`src/rtl/camera_capture.sv`:
```
// Parallel camera capture: registers sensor pins, pairs bytes into RGB565 pixels,
// drops start-up frames and reports per-line / per-frame statistics.
module camera_capture #(
  parameter int unsigned FRAME_SKIP = 0,
  parameter int unsigned CNT_W      = 11
) (
  input  logic             clk,
  input  logic             rst_n,
  input  logic             vsync,
  input  logic             href,
  input  logic [7:0]       data_i,
  output logic             vfb_vs_n,
  output logic             vfb_de,
  output logic [15:0]      vfb_data,
  output logic [15:0]      frame_cnt,
  output logic [CNT_W-1:0] last_line_pix,
  output logic [CNT_W-1:0] last_frame_lines,
  output logic             odd_err
);

  localparam int unsigned   SKIP_W   = 8;
  localparam logic [SKIP_W-1:0] SKIP_MAX = SKIP_W'(FRAME_SKIP);
  localparam logic [CNT_W-1:0]  CNT_MAX  = {CNT_W{1'b1}};

  typedef enum logic [1:0] {
    ST_WAIT_VS = 2'd0,
    ST_SKIP    = 2'd1,
    ST_ACTIVE  = 2'd2
  } state_e;

  state_e            state_q, state_d;
  logic              vs_s1_q, vs_s2_q, href_s1_q, href_s2_q;
  logic [7:0]        data_s1_q;
  logic              phase_q, phase_d;
  logic [7:0]        hi_q, hi_d;
  logic [CNT_W-1:0]  pix_cnt_q, pix_cnt_d;
  logic [CNT_W-1:0]  line_cnt_q, line_cnt_d;
  logic [SKIP_W-1:0] skip_cnt_q, skip_cnt_d;
  logic              vs_n_q, vs_n_d;
  logic              de_q, de_d;
  logic [15:0]       data_q, data_d;
  logic [15:0]       frame_cnt_q, frame_cnt_d;
  logic [CNT_W-1:0]  llp_q, llp_d;
  logic [CNT_W-1:0]  lfl_q, lfl_d;
  logic              odd_q, odd_d;

  logic              vs_rise, vs_fall, href_fall, line_end, assemble;
  logic [CNT_W-1:0]  line_inc, pix_inc;

  assign vs_rise   = vs_s1_q & ~vs_s2_q;
  assign vs_fall   = ~vs_s1_q & vs_s2_q;
  assign href_fall = ~href_s1_q & href_s2_q;
  // A frame closing with href still high also closes the line; its pending byte is dropped.
  assign line_end  = href_fall | (vs_fall & href_s1_q);
  assign assemble  = href_s1_q & ~line_end;
  assign line_inc  = (line_cnt_q == CNT_MAX) ? line_cnt_q : line_cnt_q + CNT_W'(1);
  assign pix_inc   = (pix_cnt_q == CNT_MAX) ? pix_cnt_q : pix_cnt_q + CNT_W'(1);

  always_comb begin
    state_d     = state_q;
    phase_d     = phase_q;
    hi_d        = hi_q;
    pix_cnt_d   = pix_cnt_q;
    line_cnt_d  = line_cnt_q;
    skip_cnt_d  = skip_cnt_q;
    vs_n_d      = (state_q != ST_ACTIVE);
    de_d        = 1'b0;
    data_d      = data_q;
    frame_cnt_d = frame_cnt_q;
    llp_d       = llp_q;
    lfl_d       = lfl_q;
    odd_d       = odd_q;

    case (state_q)
      ST_WAIT_VS: begin
        if (vs_rise) begin
          if (skip_cnt_q != SKIP_MAX) begin
            state_d = ST_SKIP;
          end else begin
            state_d    = ST_ACTIVE;
            line_cnt_d = '0;
            pix_cnt_d  = '0;
            phase_d    = 1'b0;
          end
        end
      end
      ST_SKIP: begin
        if (vs_fall) begin
          state_d = ST_WAIT_VS;
          if (skip_cnt_q != SKIP_MAX) skip_cnt_d = skip_cnt_q + SKIP_W'(1);
        end
      end
      ST_ACTIVE: begin
        if (assemble) begin
          if (!phase_q) begin
            hi_d    = data_s1_q;
            phase_d = 1'b1;
          end else begin
            de_d      = 1'b1;
            data_d    = {hi_q, data_s1_q};
            pix_cnt_d = pix_inc;
            phase_d   = 1'b0;
          end
        end
        if (line_end) begin
          llp_d      = pix_cnt_q;
          line_cnt_d = line_inc;
          pix_cnt_d  = '0;
          if (phase_q) odd_d = 1'b1;
          phase_d    = 1'b0;
        end
        if (vs_fall) begin
          state_d     = ST_WAIT_VS;
          frame_cnt_d = frame_cnt_q + 16'd1;
          lfl_d       = line_end ? line_inc : line_cnt_q;
        end
      end
      default: state_d = ST_WAIT_VS;
    endcase
  end

  // vsync sync copies reset high so a frame already open at release is not seen as a rising edge.
  always_ff @(posedge clk) begin
    if (!rst_n) begin
      state_q     <= ST_WAIT_VS;
      vs_s1_q     <= 1'b1;
      vs_s2_q     <= 1'b1;
      href_s1_q   <= 1'b0;
      href_s2_q   <= 1'b0;
      data_s1_q   <= '0;
      phase_q     <= 1'b0;
      hi_q        <= '0;
      pix_cnt_q   <= '0;
      line_cnt_q  <= '0;
      skip_cnt_q  <= '0;
      vs_n_q      <= 1'b1;
      de_q        <= 1'b0;
      data_q      <= '0;
      frame_cnt_q <= '0;
      llp_q       <= '0;
      lfl_q       <= '0;
      odd_q       <= 1'b0;
    end else begin
      state_q     <= state_d;
      vs_s1_q     <= vsync;
      vs_s2_q     <= vs_s1_q;
      href_s1_q   <= href;
      href_s2_q   <= href_s1_q;
      data_s1_q   <= data_i;
      phase_q     <= phase_d;
      hi_q        <= hi_d;
      pix_cnt_q   <= pix_cnt_d;
      line_cnt_q  <= line_cnt_d;
      skip_cnt_q  <= skip_cnt_d;
      vs_n_q      <= vs_n_d;
      de_q        <= de_d;
      data_q      <= data_d;
      frame_cnt_q <= frame_cnt_d;
      llp_q       <= llp_d;
      lfl_q       <= lfl_d;
      odd_q       <= odd_d;
    end
  end

  assign vfb_vs_n         = vs_n_q;
  assign vfb_de           = de_q;
  assign vfb_data         = data_q;
  assign frame_cnt        = frame_cnt_q;
  assign last_line_pix    = llp_q;
  assign last_frame_lines = lfl_q;
  assign odd_err          = odd_q;

endmodule
```
`config.mk`:
```
export PLATFORM = sky130hd
export DESIGN_NAME = camera_capture
export DESIGN_NICKNAME = d
export VERILOG_FILES = /design/src/rtl/camera_capture.sv
export SDC_FILE = /design/constraint.sdc
export NUM_CORES = 1
export LEC_CHECK = 0
export CAP_MARGIN = 20
export CORE_MARGIN = 2
export CORE_UTILIZATION = 45
export CTS_CLUSTER_DIAMETER = 200
export DETAILED_ROUTE_END_ITERATION = 10
export PLACE_DENSITY = 0.72
export REMOVE_ABC_BUFFERS = 1
export SLEW_MARGIN = 10
export SYNTH_ARGS = -nofsm -noshare
export SYNTH_HDL_FRONTEND = slang
export SYNTH_SLANG_ARGS = --single-unit
```
`constraint.sdc`:
```
create_clock -name clk -period 2.45 [get_ports clk]
set_input_delay 0.49 -clock clk [delete_from_list [all_inputs] [get_ports clk]]
set_output_delay 0.49 -clock clk [all_outputs]
set_load 0.02 [all_outputs]
```
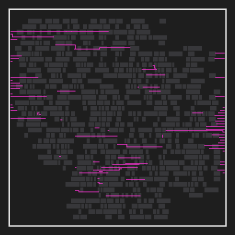
**Above:** M3 wires.
Scale: 2 px per um.
longest straight run: 28.5 um
main direction: horizontal
nets with wire on the layer: 62
share of all routed wire: 5.6%
wire length on this layer: 551 um
total vias in the final route: 3,979
met3 capacity usage during global routing: 4.90%
total wire length after detailed routing: 9.85 mm

==> impl_metrics.xml <==
<?xml version="1.0" encoding="UTF-8"?>
<metrics>
  <group name="pwr">
    <metric name="power.density" unit="mW/mm2">573</metric>
    <metric name="maxPowerGroup" unit="">sequential cells</metric>
  </group>
  <group name="die">
    <metric name="floorplan.initialDensity" unit="%">46.6</metric>
    <metric name="num_rows" unit="">37</metric>
    <metric name="ios" unit="">69</metric>
    <metric name="die.size.x" unit="um">108</metric>
  </group>
  <group name="clock_network">
    <metric name="worst_setup_hold_path_clk_slew" unit="ns">0.11</metric>
    <metric name="cts_hold_buffers" unit="">0</metric>
  </group>
  <group name="synthesis">
    <metric name="netlist_logic_family_top" unit="">simple AND/OR/NAND/NOR gates</metric>
    <metric name="synth-xor-area-share" unit="%">3.81</metric>
    <metric name="yosys.area_share.simple" unit="%">24.7</metric>
  </group>
  <group name="final_layout">
    <metric name="final_layout_size_suffix_gt1_share" unit="%">6.60</metric>
    <metric name="buffer_area_share" unit="%">13.4</metric>
  </group>
  <group name="worst_setup_path">
    <metric name="crit_path_top_delay_cell" unit="">or4_1</metric>
    <metric name="worst_setup_path_end_kind" unit="">flip-flop</metric>
    <metric name="rrSetupSlack" unit="ns">0.16</metric>
  </group>
  <group name="route">
    <metric name="drc_violations" unit="">0</metric>
    <metric name="m1WireLength" unit="mm">4.59</metric>
    <metric name="detailroute.wirelength.met2" unit="mm">4.52</metric>
    <metric name="iteration_count_of_the_initial_detailed_routing_pass" unit="">4</metric>
  </group>
  <group name="run_status">
    <metric name="status" unit="">finished, final reports clean</metric>
  </group>
  <group name="grt">
    <metric name="gr-usage-met2" unit="%">29.0</metric>
    <metric name="antenna_found_initial" unit="">0</metric>
  </group>
  <group name="final_timing">
    <metric name="timing_worst_slew_pin_value" unit="ns">0.751</metric>
  </group>
</metrics>
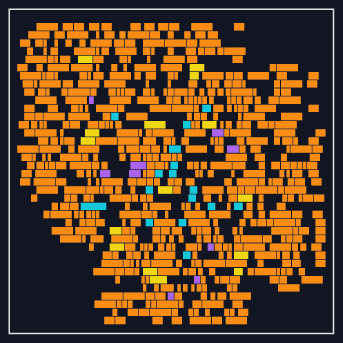
**Above:** drive-strength map.
Scale: 3 px per um.
[purple] x2 | cells: 9 | share: 1.5% | most used: or2_2
[orange] x1 and smaller | cells: 566 | share: 93% | most used: dfxtp_1
[cyan] x3 and x4 | cells: 16 | share: 2.6% | most used: buf_4
[yellow] x6 and larger | cells: 15 | share: 2.5% | most used: clkbuf_8
area added between synthesis and finish: 21.7%
total of plain and repair buffers excluding clock buffers: 81
Worst Setup Slack, final: 0.159 ns

No activity file was given, so power comes from the tool's default toggle rates.
